**src/rtl/timer0_control_unit.sv**
```systemverilog
// Timer0 control unit: I/O register file, clock-select prescaler, T0 pin
// synchroniser/edge detector, sticky overflow/compare flags and masked IRQs.
module timer0_control_unit #(
    parameter logic [5:0] ADDR_TCNT0 = 6'h32,
    parameter logic [5:0] ADDR_TCCR0 = 6'h33,
    parameter logic [5:0] ADDR_OCR0  = 6'h3C,
    parameter logic [5:0] ADDR_TIMSK = 6'h39,
    parameter logic [5:0] ADDR_TIFR  = 6'h38
) (
    input  logic       sysClock,
    input  logic       reset,
    input  logic [5:0] io_addr,
    input  logic       io_wr,
    input  logic       io_rd,
    input  logic [7:0] io_wdata,
    output logic [7:0] io_rdata,
    input  logic [7:0] tcnt_value,
    input  logic       ovf_event,
    input  logic       cmp_event,
    input  logic       t0_pin,
    output logic       count_tick,
    output logic       tcnt_load,
    output logic [7:0] tcnt_load_data,
    output logic [7:0] ocr_value,
    output logic       irq_ovf,
    output logic       irq_cmp,
    input  logic       irq_ack_ovf,
    input  logic       irq_ack_cmp
);

    logic [7:0] tccr0_q, tccr0_d;
    logic [7:0] ocr0_q, ocr0_d;
    logic [7:0] timsk_q, timsk_d;
    logic       tov0_q, tov0_d;
    logic       ocf0_q, ocf0_d;
    logic [9:0] presc_q, presc_d;
    logic [2:0] t0_sync_q, t0_sync_d;
    logic [7:0] rdata_q, rdata_d;
    logic       load_q, load_d;
    logic [7:0] load_data_q, load_data_d;

    logic       wr_tcnt0, wr_tccr0, wr_ocr0, wr_timsk, wr_tifr;
    logic [2:0] cs0;
    logic       presc_run, cs_change;
    logic       t0_rise, t0_fall;
    logic       tick_raw;
    logic       clr_tov0, clr_ocf0;

    assign wr_tcnt0 = io_wr && (io_addr == ADDR_TCNT0);
    assign wr_tccr0 = io_wr && (io_addr == ADDR_TCCR0);
    assign wr_ocr0  = io_wr && (io_addr == ADDR_OCR0);
    assign wr_timsk = io_wr && (io_addr == ADDR_TIMSK);
    assign wr_tifr  = io_wr && (io_addr == ADDR_TIFR);

    assign cs0       = tccr0_q[2:0];
    assign presc_run = (cs0 >= 3'b010) && (cs0 <= 3'b101);
    assign cs_change = wr_tccr0 && (io_wdata[2:0] != cs0);

    // t0_sync_q[1] is the synchronised pin, t0_sync_q[2] its previous value
    assign t0_rise = t0_sync_q[1] & ~t0_sync_q[2];
    assign t0_fall = ~t0_sync_q[1] & t0_sync_q[2];

    assign clr_tov0 = (wr_tifr && io_wdata[0]) || irq_ack_ovf;
    assign clr_ocf0 = (wr_tifr && io_wdata[1]) || irq_ack_cmp;

    always_comb begin
        tick_raw = 1'b0;
        case (cs0)
            3'b000:  tick_raw = 1'b0;
            3'b001:  tick_raw = 1'b1;
            3'b010:  tick_raw = &presc_q[2:0];
            3'b011:  tick_raw = &presc_q[5:0];
            3'b100:  tick_raw = &presc_q[7:0];
            3'b101:  tick_raw = &presc_q;
            3'b110:  tick_raw = t0_fall;
            3'b111:  tick_raw = t0_rise;
            default: tick_raw = 1'b0;
        endcase
    end

    always_comb begin
        tccr0_d     = tccr0_q;
        ocr0_d      = ocr0_q;
        timsk_d     = timsk_q;
        load_d      = wr_tcnt0;
        load_data_d = load_data_q;
        if (wr_tccr0) tccr0_d = io_wdata;
        if (wr_ocr0)  ocr0_d  = io_wdata;
        if (wr_timsk) timsk_d = io_wdata;
        if (wr_tcnt0) load_data_d = io_wdata;

        // a new clock select always restarts the division from zero
        if (!presc_run || cs_change) presc_d = '0;
        else                         presc_d = presc_q + 10'd1;

        t0_sync_d = {t0_sync_q[1:0], t0_pin};

        // event set wins over W1C / acknowledge in the same cycle
        tov0_d = ovf_event | (tov0_q & ~clr_tov0);
        ocf0_d = cmp_event | (ocf0_q & ~clr_ocf0);

        rdata_d = rdata_q;
        if (io_rd) begin
            case (io_addr)
                ADDR_TCNT0: rdata_d = tcnt_value;
                ADDR_TCCR0: rdata_d = tccr0_q;
                ADDR_OCR0:  rdata_d = ocr0_q;
                ADDR_TIMSK: rdata_d = timsk_q;
                ADDR_TIFR:  rdata_d = {6'b0, ocf0_q, tov0_q};
                default:    rdata_d = 8'h00;
            endcase
        end
    end

    always_ff @(posedge sysClock) begin
        if (reset) begin
            tccr0_q     <= '0;
            ocr0_q      <= '0;
            timsk_q     <= '0;
            tov0_q      <= 1'b0;
            ocf0_q      <= 1'b0;
            presc_q     <= '0;
            t0_sync_q   <= '0;
            rdata_q     <= '0;
            load_q      <= 1'b0;
            load_data_q <= '0;
        end else begin
            tccr0_q     <= tccr0_d;
            ocr0_q      <= ocr0_d;
            timsk_q     <= timsk_d;
            tov0_q      <= tov0_d;
            ocf0_q      <= ocf0_d;
            presc_q     <= presc_d;
            t0_sync_q   <= t0_sync_d;
            rdata_q     <= rdata_d;
            load_q      <= load_d;
            load_data_q <= load_data_d;
        end
    end

    // a pending preload suppresses the tick so the datapath never sees both
    assign count_tick     = tick_raw & ~load_q;
    assign tcnt_load      = load_q;
    assign tcnt_load_data = load_data_q;
    assign ocr_value      = ocr0_q;
    assign io_rdata       = rdata_q;
    assign irq_ovf        = tov0_q & timsk_q[0];
    assign irq_cmp        = ocf0_q & timsk_q[1];

endmodule

```
**config.mk**
```make
export PLATFORM = sky130hd
export DESIGN_NAME = timer0_control_unit
export DESIGN_NICKNAME = d
export VERILOG_FILES = /design/src/rtl/timer0_control_unit.sv
export SDC_FILE = /design/constraint.sdc
export NUM_CORES = 1
export LEC_CHECK = 0
export ABC_AREA = 1
export ABC_CLOCK_PERIOD_IN_PS = 1400
export CORE_UTILIZATION = 45
export CTS_CLUSTER_SIZE = 10
export DETAILED_ROUTE_END_ITERATION = 8
export PLACE_DENSITY = 0.8
export SLEW_MARGIN = 20
export SYNTH_ARGS = -nofsm -noshare
export SYNTH_HDL_FRONTEND = slang
export SYNTH_SLANG_ARGS = --single-unit
```
**constraint.sdc**
```tcl
create_clock -name sysClock -period 1.4 [get_ports sysClock]
set_clock_uncertainty 0.15 [all_clocks]
set_input_delay 0.21 -clock sysClock [delete_from_list [all_inputs] [get_ports sysClock]]
set_output_delay 0.21 -clock sysClock [all_outputs]
set_load 0.01 [all_outputs]
```
clock_wires.png
Scale: 4 px per um.
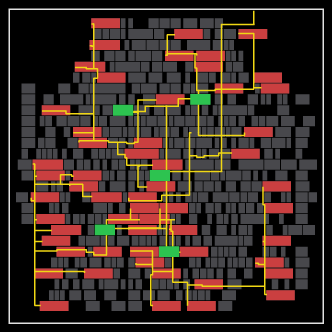
- clock-net drivers: green (count 5)
- flip-flops: red (count 56)
- clock wires: yellow (length 635 um)
- flops lie: all over the die
- routed clock nets: 6
clk pwr: 895 uW
clk ins delay skew pair: 310 ps

layers.png
Scale: 4 px per um.
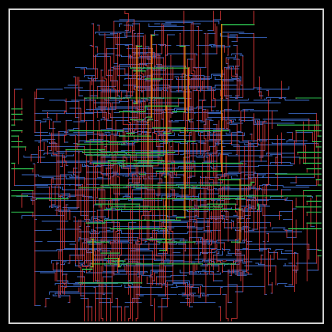
- M4: orange (wire length 195 um)
- M1: blue (wire length 3360 um)
- M2: red (wire length 3810 um)
- M3: green (wire length 772 um)
via count: 2855
routed len/inst: 15.09 um

==> results.cfg <==
; generated from flow reports
[run_status]
status = finished, violations left
violations = setup timing

[cts]
hold_buffers = 0
htreeDepth = 2
cts_tree = yes
cts_root_buf = clkbuf_8
numCtsBuffers = 5
clk_pin_slew_ps = 100
cts.sinks = 56
clockBufferDepth = 2

[sta]
fmax_mhz = 529.6
fin_crit_sh_pct = 134.9
finalWorstSetupSlack_ps = -488.4
maxSlewHeadroom_pct = 78.61
drv_slew = 0
rsz0062_at_grt = true
setup_viol = 6
final-hold-violation-count = 0
tightest_slew_ps = 319.7
fin_crit_ps = 1888

[setup_path]
criticalPathCategory = reg2out
cp-start-kind = flop
cp.required_ps = 1040
crit_path_end_kind = output pin
crit_fanout = 3
slowest_stage = dfxtp_2
crit_buf_inv = 1
slowest_delay_ps = 370
path_cells = ha_4 > nand3_4 > nor2_4 > nand2_2 > nor3_2 > nor2_1 > nor2_2 > buf_2
critPathArrivalTime_ps = 1530
crit_family = simple AND/OR/NAND/NOR gates

[yosys]
yosys_register_bits = 56
avgSynthCellArea_um2 = 7.404
synthDistinctLibCells = 30
yosysSeqAreaShare_pct = 43.01
syn_area_um2 = 2606
yosys_area_um2 = 2606
yosys_warnings = 0
yosysCellCount = 352
synthesis.nets = 385
synthesis.instances = 352

[die]
nWellTaps = 72
io_pins = 59
rows = 27
dieArea_um2 = 6100
die_w_um = 78.10
fp.dieH_um = 78.10
core_um2 = 5540
initCoreUtil_pct = 47.04

[flow_run]
tool_warnings = 29
max_cap_violations = 0

[power]
power_leader = registers
clkPwrFrac_pct = 31.3
seq_power_share_pct = 56.5
power.share.combinational_pct = 12.2
p_int_uw = 2134
netSwitchingPower_uw = 727.9
totalPowerFinal_uw = 2862
swShare_pct = 25.44
p_leak_uw = 0.001681
comb_power_uw = 350
power.density_nw_per_um2 = 733.3
seq-power_uw = 1620
peakVddDrop_mv = 0.5265

[final_layout]
seq_share_pct = 29.08
syn_to_final_growth_pct = 49.74
logic_area_um2 = 1435
antenna_cells = 0
num-multi-input-gates = 251
num-nonclk-inverters = 36
drive_gt1_share_pct = 28.69
seqCellArea_um2 = 1135
fillCellCount = 448
fin_cells = 539
buf_share_pct = 25.91
clockNetworkAreaShare_pct = 2.276
signal_buffers = 116
seq_cells = 56
comb_share_pct = 36.77

[place]
dp.cells = 521
place.gp.congestion = 0.8443
place_hpwl_um = 5349
portBuffers = 58

[route]
avgViaCountPerCell = 5.297
firstDrtPassIters = 5
drt_iter0_markers = 234
antenna_left = 0
drt-total-wl_um = 8135
drc_errors = 0

[global_routing]
grt_first_pass_wirelength_um = 12680
grt_pass1_vias = 2713
grt_util_met3_pct = 4.302
grt_antenna_before_repair = 0
grt_start_max_net_pins = 27
grt_overflow = 0
grt_use_met2_pct = 43.51
grtUsageMet1_pct = 34.57
grt_use_total_pct = 26.48

[min_path]
hold_class = in2reg
path summary, 6_finish.rpt:
path / from / end / slack (ps) / depth (start not counted)
setup / recovery: presc_q[0] / count_tick / -490 / 8
hold / removal: t0_pin / t0_sync_q[0] / 260 / 3
setup reg to reg: presc_q[0] / presc_q[8] / -320 / 9
hold reg to reg: t0_sync_q[0] / t0_sync_q[1] / 270 / 2
flip-flops by register name (all words and copies together) (netlist names):
| register | flops |
|---|---|
| ocr_value | 8 |
| io_rdata | 8 |
| timsk_q | 8 |
| tov0_q | 1 |
| tcnt_load_data | 8 |
| ocf0_q | 1 |
| t0_sync_q | 3 |
| tccr0_q | 8 |
| tcnt_load | 1 |
| presc_q | 10 |
cell usage after synthesis (all sizes together):
cell | n | area [um^2]
inv | 36 | 140.1
clkbuf | 7 | 26.28
nor3 | 4 | 25.02
xnor2 | 4 | 35.03
nand4 | 14 | 87.58
nand3 | 34 | 200.2
a21oi | 30 | 153.9
dfxtp | 56 | 1121
nand3b | 2 | 15.01
nand2 | 59 | 244.0
o21ai | 36 | 183.9
ha | 2 | 25.02
nor2 | 60 | 285.3
or2 | 1 | 6.260
xor2 | 2 | 17.52
buf | 5 | 40.04
cells by family after synthesis:
kind of cell	synth area share [%]
compound gates	12.96
xor+xnor	2.016
fa+ha+maj	0.9600
buf+inv	7.921
flops	43.02
simple gates	33.12
cells in the final DEF (no fill, tap or decap), drive strengths merged:
| master | netlist | layout |
|---|---|---|
| nand2 | 59 | 60 |
| nor2 | 60 | 60 |
| buf | 5 | 59 |
| dfxtp | 56 | 56 |
| inv | 36 | 36 |
| nand3 | 34 | 36 |
| o21ai | 36 | 36 |
| a21oi | 30 | 30 |
| dlygate4sd2 | 0 | 29 |
| clkdlybuf4s50 | 0 | 23 |
| nand4 | 14 | 14 |
| clkbuf | 7 | 9 |
| nor3 | 4 | 4 |
| xnor2 | 4 | 4 |
| nand3b | 2 | 2 |
| xor2 | 2 | 2 |
| ha | 2 | 2 |
| or2 | 1 | 1 |
| clkinvlp | 0 | 1 |
| clkinv | 0 | 1 |
| dlymetal6s2s | 0 | 1 |
| clkdlybuf4s15 | 0 | 1 |
repair_timing:
action	4_1_cts	5_1_grt
cloned	3	0
setup buffers	5	2
gates resized	57	22
pin swaps	9	3
setup endpoints to repair	81	24
worst reg2reg max path: cells and delay by family, from the launching register on:
| kind | cells | cell delay [ps] |
|---|---|---|
| DFF | 1 | 370 |
| adders and majority gates | 1 | 160 |
| buffers and inverters | 3 | 390 |
| AOI/OAI and AO/OA | 1 | 100 |
| and+or+nand+nor | 4 | 500 |
metal layers:
layer	vias up	wire length [um]	share of wire, %
met3	24	771	9.5
met2	157	3814	47
met1	1284	3355	41
met5	-	0	0
li1	1390	-	-
met4	0	194	2.4
stage by stage:
stage	hold WS, ps	setup slack (ps)	utilization [%]	cell area, um^2	setup TNS [ps]
finish	261.5	-488.4	70.44	3902	-1130
global route	300.1	-570.6	70.44	3902	-1596
CTS	266.7	-455.6	69.42	3846	-1067
detailed placement	257.8	-553.6	66.35	3676	-23220
global placement	247.4	-503.6	66.35	3676	-21660
floorplan	167.0	-29.22	-	2651	-29.22
Power and IR drop assume default switching activity.
